===== src/rtl/pipeline_pkg.sv =====
// Shared pipeline constants and types for the issue/decode hazard tracking logic.
package pipeline_pkg;
    localparam int NUM_REGS = 32;
    localparam int CNT_W    = 2;

    typedef logic [4:0]       reg_idx_t;
    typedef logic [CNT_W-1:0] cnt_t;

    localparam reg_idx_t REG_ZERO = 5'd0;
    localparam cnt_t     CNT_MAX  = '1;
endpackage


===== src/rtl/scoreboard_entry.sv =====
// One architectural register's in-flight writer count and long-latency flag.
module scoreboard_entry
    import pipeline_pkg::*;
(
    input  logic clk,
    input  logic rst_n,
    input  logic inc,
    input  logic dec,
    input  logic flush_dec,
    input  logic set_long,
    input  logic clr_long,
    output logic pending,
    output logic long_o,
    output logic ovf,
    output logic unf
);
    cnt_t       cnt_q, cnt_d;
    logic       long_q, long_d;
    logic [1:0] down, net;

    always_comb begin
        cnt_d = cnt_q;
        ovf   = 1'b0;
        unf   = 1'b0;
        net   = 2'd0;
        // A WB retirement and a flushed EX writer can both hit this register in one cycle.
        down  = {1'b0, dec} + {1'b0, flush_dec};
        if (inc && (down == 2'd0)) begin
            if (cnt_q == CNT_MAX) begin
                ovf = 1'b1;
            end else begin
                cnt_d = cnt_q + 1'b1;
            end
        end else if ({1'b0, inc} < down) begin
            net = down - {1'b0, inc};
            if (cnt_q < cnt_t'(net)) begin
                cnt_d = '0;
                unf   = 1'b1;
            end else begin
                cnt_d = cnt_q - cnt_t'(net);
            end
        end

        // A new long writer outranks retirement of an older one.
        if (set_long) begin
            long_d = 1'b1;
        end else if (clr_long) begin
            long_d = 1'b0;
        end else begin
            long_d = long_q;
        end
    end

    always_ff @(posedge clk or negedge rst_n) begin
        if (!rst_n) begin
            cnt_q  <= '0;
            long_q <= 1'b0;
        end else begin
            cnt_q  <= cnt_d;
            long_q <= long_d;
        end
    end

    assign pending = (cnt_q != '0);
    assign long_o  = long_q;
endmodule


===== src/rtl/hazard_scoreboard.sv =====
// Tracks in-flight register writers from issue to write-back and stalls decode
// on hazards the EX/MEM forwarding paths cannot cover.
module hazard_scoreboard
    import pipeline_pkg::*;
(
    input  logic                clk,
    input  logic                rst_n,
    input  logic                issue_valid,
    input  logic                issue_regwrite,
    input  logic [4:0]          issue_rd,
    input  logic                issue_is_load,
    input  logic                issue_is_long,
    input  logic                flush_ex,
    input  logic                wb_valid,
    input  logic [4:0]          wb_rd,
    input  logic                wb_long,
    input  logic [4:0]          id_rs1,
    input  logic [4:0]          id_rs2,
    input  logic                id_use_rs1,
    input  logic                id_use_rs2,
    output logic                stall,
    output logic [NUM_REGS-1:0] pending,
    output logic                err
);
    logic                iss_go, iss, flush_hit;
    logic                ex_valid_q, ex_valid_d;
    logic                ex_load_q, ex_load_d;
    logic                ex_long_q, ex_long_d;
    reg_idx_t            ex_rd_q, ex_rd_d;
    logic                err_q, err_d;
    logic                stall_rs1, stall_rs2;
    logic [NUM_REGS-1:0] long_vec, ovf_vec, unf_vec;

    assign iss_go    = issue_valid && !stall;
    assign iss       = iss_go && issue_regwrite && (issue_rd != REG_ZERO);
    assign flush_hit = flush_ex && ex_valid_q;

    assign pending[0]  = 1'b0;
    assign long_vec[0] = 1'b0;
    assign ovf_vec[0]  = 1'b0;
    assign unf_vec[0]  = 1'b0;

    for (genvar r = 1; r < NUM_REGS; r++) begin : g_entry
        localparam reg_idx_t IDX = reg_idx_t'(r);
        scoreboard_entry u_entry (
            .clk       (clk),
            .rst_n     (rst_n),
            .inc       (iss && (issue_rd == IDX)),
            .dec       (wb_valid && (wb_rd == IDX)),
            .flush_dec (flush_hit && (ex_rd_q == IDX)),
            .set_long  (iss && issue_is_long && (issue_rd == IDX)),
            .clr_long  ((wb_valid && wb_long && (wb_rd == IDX)) ||
                        (flush_hit && ex_long_q && (ex_rd_q == IDX))),
            .pending   (pending[r]),
            .long_o    (long_vec[r]),
            .ovf       (ovf_vec[r]),
            .unf       (unf_vec[r])
        );
    end

    // A long result being written back this cycle reaches ID through RF write-through.
    always_comb begin
        stall_rs1 = id_use_rs1 && (id_rs1 != REG_ZERO) &&
                    ((ex_valid_q && ex_load_q && (ex_rd_q == id_rs1)) ||
                     (long_vec[id_rs1] && !(wb_valid && wb_long && (wb_rd == id_rs1))));
        stall_rs2 = id_use_rs2 && (id_rs2 != REG_ZERO) &&
                    ((ex_valid_q && ex_load_q && (ex_rd_q == id_rs2)) ||
                     (long_vec[id_rs2] && !(wb_valid && wb_long && (wb_rd == id_rs2))));
        stall     = stall_rs1 || stall_rs2;
    end

    always_comb begin
        ex_valid_d = iss;
        ex_rd_d    = iss_go ? issue_rd : REG_ZERO;
        ex_load_d  = iss_go && issue_is_load;
        ex_long_d  = iss_go && issue_is_long;
        err_d      = err_q || (|ovf_vec) || (|unf_vec);
    end

    always_ff @(posedge clk or negedge rst_n) begin
        if (!rst_n) begin
            ex_valid_q <= 1'b0;
            ex_rd_q    <= REG_ZERO;
            ex_load_q  <= 1'b0;
            ex_long_q  <= 1'b0;
            err_q      <= 1'b0;
        end else begin
            ex_valid_q <= ex_valid_d;
            ex_rd_q    <= ex_rd_d;
            ex_load_q  <= ex_load_d;
            ex_long_q  <= ex_long_d;
            err_q      <= err_d;
        end
    end

    assign err = err_q;
endmodule


===== config.mk =====
export PLATFORM = sky130hd
export DESIGN_NAME = hazard_scoreboard
export DESIGN_NICKNAME = d
export VERILOG_FILES = /design/src/rtl/pipeline_pkg.sv /design/src/rtl/scoreboard_entry.sv /design/src/rtl/hazard_scoreboard.sv
export SDC_FILE = /design/constraint.sdc
export NUM_CORES = 1
export LEC_CHECK = 0
export ABC_AREA = 0
export CORE_MARGIN = 2
export CORE_UTILIZATION = 50
export DETAILED_ROUTE_END_ITERATION = 10
export PLACE_DENSITY = 0.66
export RECOVER_POWER = 25
export SETUP_SLACK_MARGIN = 0.1
export SLEW_MARGIN = 5
export SYNTH_ARGS = -nofsm -noshare
export SYNTH_HDL_FRONTEND = slang
export SYNTH_SLANG_ARGS = --single-unit

===== constraint.sdc =====
create_clock -name clk -period 9.5 [get_ports clk]
set_input_delay 2.375 -clock clk [delete_from_list [all_inputs] [get_ports clk]]
set_output_delay 2.375 -clock clk [all_outputs]
set_load 0.02 [all_outputs]

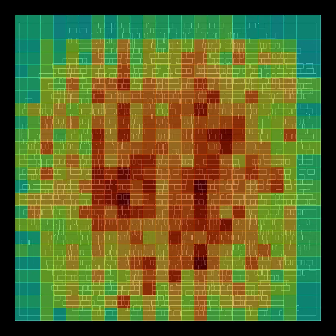
Fig. 1. Routing congestion (run 1).
Wirelength per Cell: 20.0 µm
grt met3 use: 5.37%
GR peak layer: met2
post-layout util: 55.4%
met2 usage: 46.8%

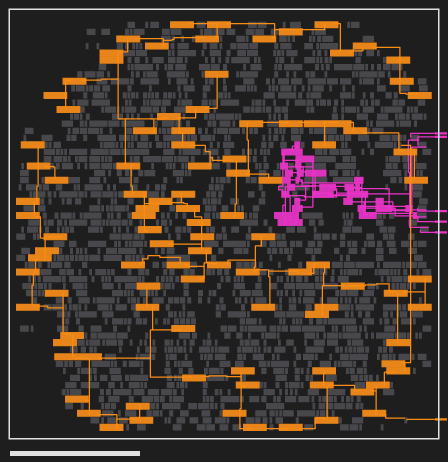
Fig. 2. Port wiring (run 1).
Scale bar: 50 µm.
| color | port | direction | end cells | buffers | wire |
|---|---|---|---|---|---|
| orange | rst_n | input | 102 | 2 | 1250 µm |
| magenta | id_rs2 | input | 33 | 5 | 576 µm |

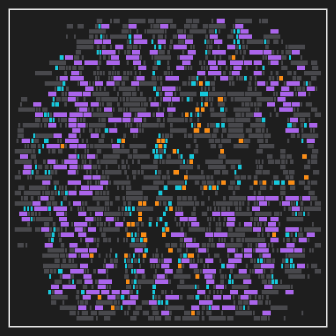
Fig. 3. Logic cells by family (run 1).
| color | family | cells | most used |
|---|---|---|---|
| orange | AND and OR gates | 56 | or3_1 |
| cyan | NOR gates | 171 | nor2_1 |
| purple | adder and majority cells | 277 | ha_1 |

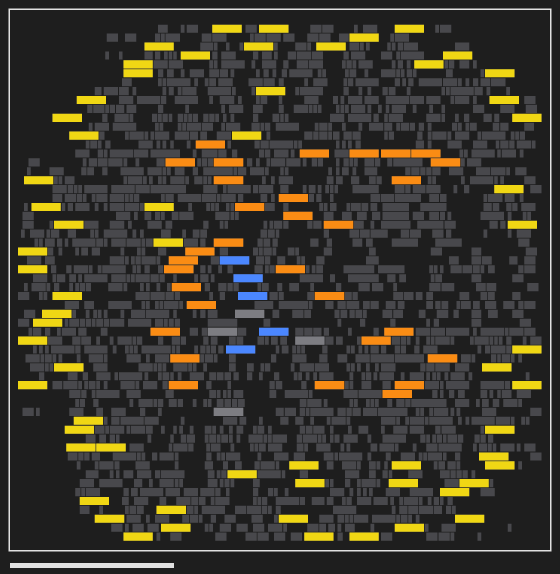
Fig. 4. Where the registers sit (run 1).
Scale bar: 50 µm. Other sequential cells in the stronger gray, the rest of the logic in the fainter gray.
| color | netlist name | placed flops |
|---|---|---|
| blue | ex_rd_q | 5 |
| orange | g_entry.u_entry.long_o | 31 |
| yellow | g_entry.u_entry.cnt_q | 62 |
not colored: 4

==> metrics.csv, run 1 <==
metric,value,unit
outcome,"complete, but fails checks",
failing checks,"capacitance limit, slew limit",
asr flop ratio synth,100,%
DR WL met2,17200,µm
CTS tree,done,
hold endpoint,g_entry[15].u_entry.cnt_q[0],
OpenROAD warnings,148,
Die Ht,165,µm
dpl cells,1930,
Power Dens Cells,129,nW/µm²
clk buf depth,2,
Synth Area per Inst,8.11,µm²
"Cell Area, Placed",13700,µm²
P&R area growth vs syn,8.27,%
root buf cell,clkbuf_16,
Max Cap Violations,2,
largest area contributor in the netlist,ha_1,
largest power group,combinational logic,
WP buf/inv,3,
MUX area fraction,3.27,%
reg2reg setup slack,4.27,ns
Crit Path Category,input port to primary output,
CP Max Fanout,13,
"Req. time, crit path",7.13,ns
Yosys warnings,0,
Psw,720,µW
Post-DP HPWL,31200,µm
"Seq share, synth",19.7,%
wire length of the first global-routing pass,61200,µm
"area share, top type",20.9,%
Top cells excl fill/tap,"inv_1 (342), ha_1 (216), nand2_1 (147), dfrtp_1 (102), nor2_1 (91)",
Setup WS pre-CTS,1.02,ns
Clk power,448,µW
Post-synth regs,102,
Worst Reg2Reg Path Length in Cells,19,
nets,1919,
total CTS buffers,9,
"commonest non-fill, non-tap cell in the layout",inv_1,
Seq group,644,µW
Final Hold Viols,0,
"top cells by count, synth","inv_1 (342), ha_1 (216), nand2_1 (147), dfrtp_1 (102), nor2_1 (91)",
gpl congestion,0.999,
CP Depth,9,
Slew Limit Fails,105,
final hold slack,0.515,ns
==> run 1: area by class of cell <==
class                   instances  share of cell area [%]
repair buffers                 78                    5.29
flip-flops and latches        102                    18.2
clock inverters                 6                   0.697
well taps                     330                    2.95
clock buffers                  10                    1.71
multi-input cells            1077                    61.9
inverters                     343                    9.19
==> run 1: layer usage <==
layer	vias to the layer above	track usage [%]
li1	5244	-
met1	5355	40.6
met2	465	46.8
met3	107	5.37
met4	0	13.1
met5	-	0
==> run 1: logic make-up after synthesis <==
kind of cell | after synthesis
fa+ha+maj | 277
xor+xnor | 36
compound gates | 284
simple gates | 452
other cells | 1
mux | 27
buf+inv | 416
flops | 102
==> run 2: changes to the inputs <==
Settings changed: ABC_CLOCK_PERIOD_IN_PS set to 9500, HOLD_SLACK_MARGIN set to 0.1.
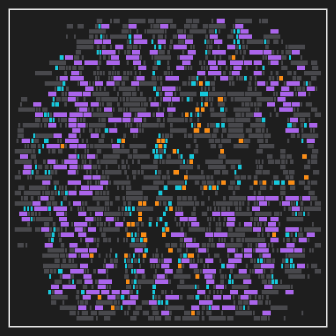
Fig. 5. Logic cells by family (run 2).
Comb/total area: 61.9%
commonest non-fill, non-tap cell in the layout: inv_1

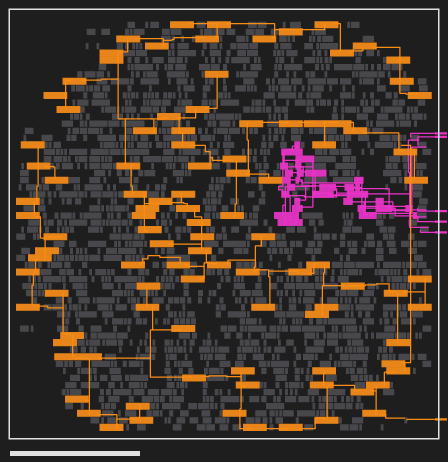
Fig. 6. Port wiring (run 2).
Scale bar: 50 µm.
# IOs: 65
number of I/O port buffers: 63

==> run 2 against run 1 <==
Net effect: the run still ends with capacitance limit, slew limit left; non-clock buffer count is the same; synthesized cell count is the same; first-iteration DRC count is the same; highest routed layer unchanged.
==> metrics.csv, run 2 <==
metric,value,unit
dpl cells,1930,
final hold slack,0.515,ns
Yosys warnings,0,
"Cell Area, Placed",13700,µm²
"Seq share, synth",19.7,%
Finished Cell Area,14000,µm²
CTS tree,done,
# Cells Yosys,1595,
clk buf depth,2,
gpl congestion,0.999,
Die Ht,165,µm
Post-synth regs,102,
Slew Limit Fails,105,
nets,1919,
wire length of the first global-routing pass,61200,µm
Clk power,448,µW
Setup WS pre-CTS,1.02,ns
Power Dens Cells,129,nW/µm²
outcome,"complete, but fails checks",
Final Hold Viols,0,
Worst Reg2Reg Path Length in Cells,19,
crit path DAT,6.14,ns
total CTS buffers,9,
Post-DP HPWL,31200,µm
grt met3 use,5.37,%
CP Depth,9,
period utilization,89.6,%
CP Max Fanout,13,
largest power group,combinational logic,
met1 WL,16500,µm
Crit-path slowest cell,clkdlybuf4s50_1,
"top cells by count, synth","inv_1 (342), ha_1 (216), nand2_1 (147), dfrtp_1 (102), nor2_1 (91)",
Worst Skew,0.0134,ns
Psw,720,µW
P&R area growth vs syn,8.27,%
Max Cap Violations,2,
Seq group,644,µW
largest area contributor in the netlist,ha_1,
asr flop ratio synth,100,%
failing checks,"capacitance limit, slew limit",
"area share, top type",20.9,%
"Req. time, crit path",7.13,ns
root buf cell,clkbuf_16,
Worst Hold Depth,1,
Crit Path Category,input port to primary output,
met2 usage,46.8,%
Top cells excl fill/tap,"inv_1 (342), ha_1 (216), nand2_1 (147), dfrtp_1 (102), nor2_1 (91)",
Wirelength per Cell,20.0,µm
distinct lib cells,77,
OpenROAD warnings,148,
post-layout util,55.4,%
Max Freq,117,MHz
WP buf/inv,3,
DR WL met2,17200,µm
Synth Area per Inst,8.11,µm²
"most used cell, CP",clkdlybuf4s50_1,
MUX area fraction,3.27,%
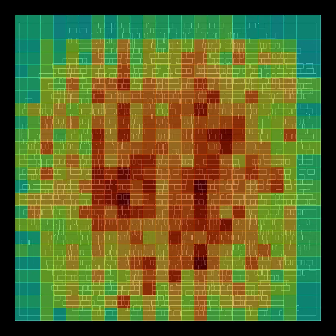
Fig. 7. Routing congestion (run 2).
GRT Util Overall: 29.9%
grt met1 use: 40.6%

[run 2: final timing paths]
kind / start / endpoint / slack, ns
max: id_rs2[0] / stall / 0.99
min: g_entry[15].u_entry.cnt_q[0] / g_entry[15].u_entry.cnt_q[0] / 0.51
max reg2reg: g_entry[18].u_entry.long_o / err / 4.27
min reg2reg: g_entry[15].u_entry.cnt_q[0] / g_entry[15].u_entry.cnt_q[0] / 0.51
max in group asynchronous: rst_n / g_entry[16].u_entry.long_o / 2.04
min in group asynchronous: rst_n / g_entry[14].u_entry.cnt_q[0] / 2.70
[run 2: cell type report]
cell class	count	area, µm²	area share, %
clock buffers	10	239	1.71
clock inverters	6	97.6	0.697
inverters	343	1290	9.19
multi-input cells	1077	8670	61.9
flip-flops and latches	102	2550	18.2
well taps	330	413	2.95
repair buffers	78	741	5.29
Fig. 8: run 2, where the registers sit
Scale bar: 50 µm. Other sequential cells in the stronger gray, the rest of the logic in the fainter gray.
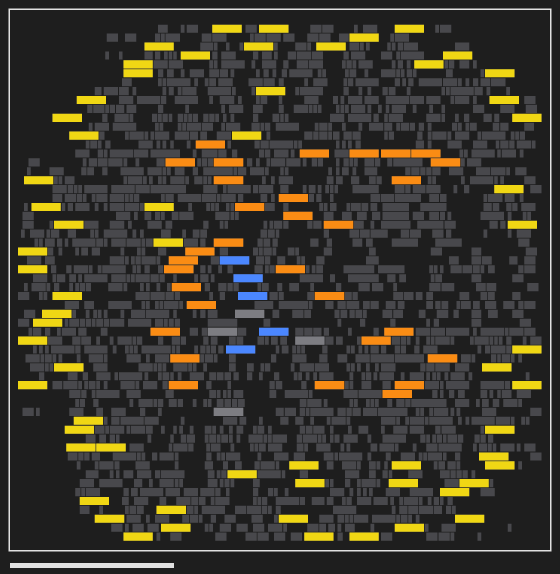

==> run 3: changes to the inputs <==
Settings changed: CORE_UTILIZATION 50 to 28, PLACE_DENSITY 0.66 to 0.41.
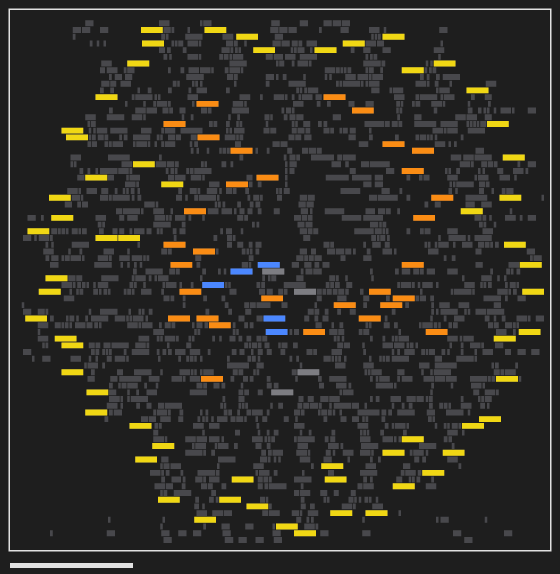
Fig. 9. Where the registers sit (run 3).
Scale bar: 50 µm. Other sequential cells in the stronger gray, the rest of the logic in the fainter gray.
post-layout util: 31.5%
register area: 2550 µm²
Seq group: 649 µW
Seq/total area: 17.8%

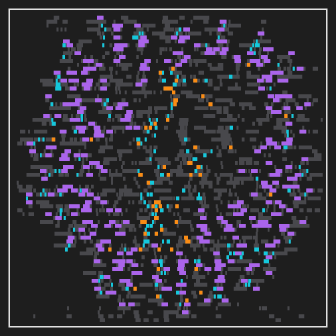
Fig. 10. Logic cells by family (run 3).
| color | family | cells | most used |
|---|---|---|---|
| cyan | NOR gates | 171 | nor2_1 |
| purple | adder and majority cells | 277 | ha_1 |
| orange | AND and OR gates | 56 | or3_1 |

==> run 3 against run 2 <==
Net effect: the run still ends with capacitance limit, slew limit left; die area grew 76%; synthesized area stayed put; sequential share of layout area decreased by 0.43 points; largest cell class unchanged; critical path depth rose by 1; non-clock buffer count grew 8; cell count rose by 14%; highest routed layer unchanged; largest power group unchanged; core utilization decreased by 24 points; first-iteration DRC count fell by 25%.
==> metrics.csv, run 3 <==
metric,value,unit
grt met3 use,2.90,%
initial DRC count,785,
"commonest non-fill, non-tap cell in the layout",inv_1,
P&R area growth vs syn,10.9,%
clk buf depth,2,
Finished Cell Area,14300,µm²
final hold slack,0.515,ns
Power Dens Cells,124,nW/µm²
r2r startpoint,g_entry[17].u_entry.long_o,
root buf cell,clkbuf_16,
asr flop ratio synth,100,%
Post-synth regs,102,
Worst Hold Depth,1,
# Cells Yosys,1595,
min-delay src,g_entry[16].u_entry.cnt_q[0],
Worst Skew,0.0214,ns
GR peak layer,met2,
Worst Reg2Reg Path Length in Cells,19,
gpl congestion,0.916,
Crit-path slowest cell,clkdlybuf4s50_1,
largest power group,combinational logic,
Clk power,407,µW
Synth Area per Inst,8.11,µm²
CTS tree,done,
Die Ht,219,µm
Slew Limit Fails,105,
reg2reg setup slack,4.33,ns
CP Launch Point,id_rs2[0],
Yosys warnings,0,
r2r endpoint,err,
# IOs,65,
outcome,"complete, but fails checks",
Top cells excl fill/tap,"inv_1 (342), ha_1 (216), nand2_1 (147), dfrtp_1 (102), nor2_1 (91)",
number of I/O port buffers,63,
met1 WL,21200,µm
Final Hold Viols,0,
"most used cell, CP",clkdlybuf4s50_1,
crit path DAT,5.94,ns
largest area contributor in the netlist,ha_1,
Setup WS pre-CTS,1.20,ns
Max Freq,120,MHz
Psw,752,µW
"Req. time, crit path",7.13,ns
hold endpoint,g_entry[16].u_entry.cnt_q[0],
met2 usage,32.9,%
failing checks,"capacitance limit, slew limit",
OpenROAD warnings,148,
Crit Path Category,input port to primary output,
"Cell Area, Placed",14100,µm²
"top cells by count, synth","inv_1 (342), ha_1 (216), nand2_1 (147), dfrtp_1 (102), nor2_1 (91)",
Max Cap Violations,2,
worst setup path endpoint,stall,
period utilization,87.5,%
total CTS buffers,9,
logic area,8670,µm²
Post-DP HPWL,37500,µm
DR WL met2,22100,µm
distinct lib cells,77,
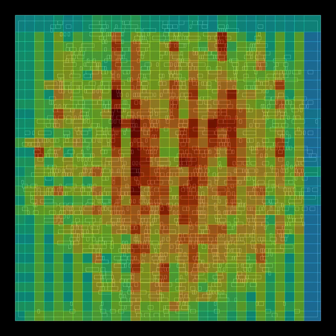
Fig. 11. Routing congestion (run 3).
grt met1 use: 26.2%
Wirelength per Cell: 20.8 µm
GRT Util Overall: 19.7%

-- run 3: cell type report --
class,instances,area share [%]
multi-input cells,1077,60.4
clock inverters,7,0.419
well taps,600,5.24
diodes,1,0.0175
repair buffers,86,5.53
flip-flops and latches,102,17.8
clock buffers,9,1.57
inverters,343,8.98
-- run 3: cells by family after synthesis --
family                   count (synthesis)  share of synthesized area, %
AND-OR/OR-AND                          284                          14.0
XOR/XNOR                                36                          2.44
adder cells (fa/ha/maj)                277                          30.3
buffers and inverters                  416                          13.2
flip-flops                             102                          19.7
multiplexers                            27                          3.27
other                                    1                        0.0290
AND/OR/NAND/NOR                        452                          16.9
-- run 3: critical path: cells and delay by family --
kind,cells,cell delay [ns]
compound gates,1,0.19
buf+inv,4,1.80
mux,2,0.91
simple gates,3,0.66

==> layout pictures side by side <==
Zoomed window.
Plate I
Scale bar: 10 µm. Window x 42 to 67, y 42 to 67 µm. Cells in gray, sequential cells in the stronger gray; small squares are vias.
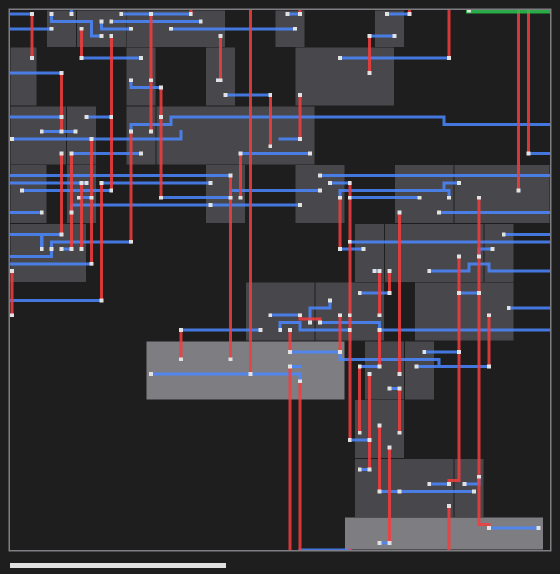
Plate II
Scale bar: 10 µm. Window x 29 to 54, y 29 to 54 µm. Cells in gray, sequential cells in the stronger gray; small squares are vias.
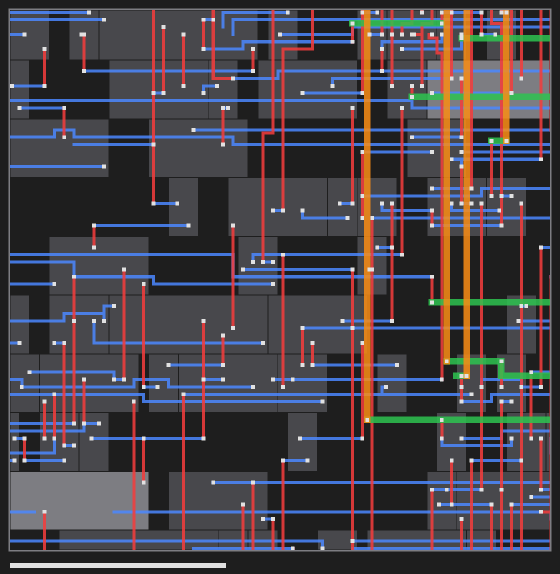
Of these, largest die: Plate I
Plate II: run 2
Plate I: run 3

Key to Plate II:
| color | layer |
|---|---|
| red | metal 2 |
| orange | metal 4 |
| green | metal 3 |
| blue | metal 1 |
netlist names of flops here include: g_entry.u_entry.cnt_q (1), g_entry.u_entry.long_o (1)
cells with their middle in the window: 47
most frequent: inv_1 (17), ha_1 (10), nand2_1 (4)
sequential cells in the window: 2

No activity file was given, so power comes from the tool's default toggle rates.
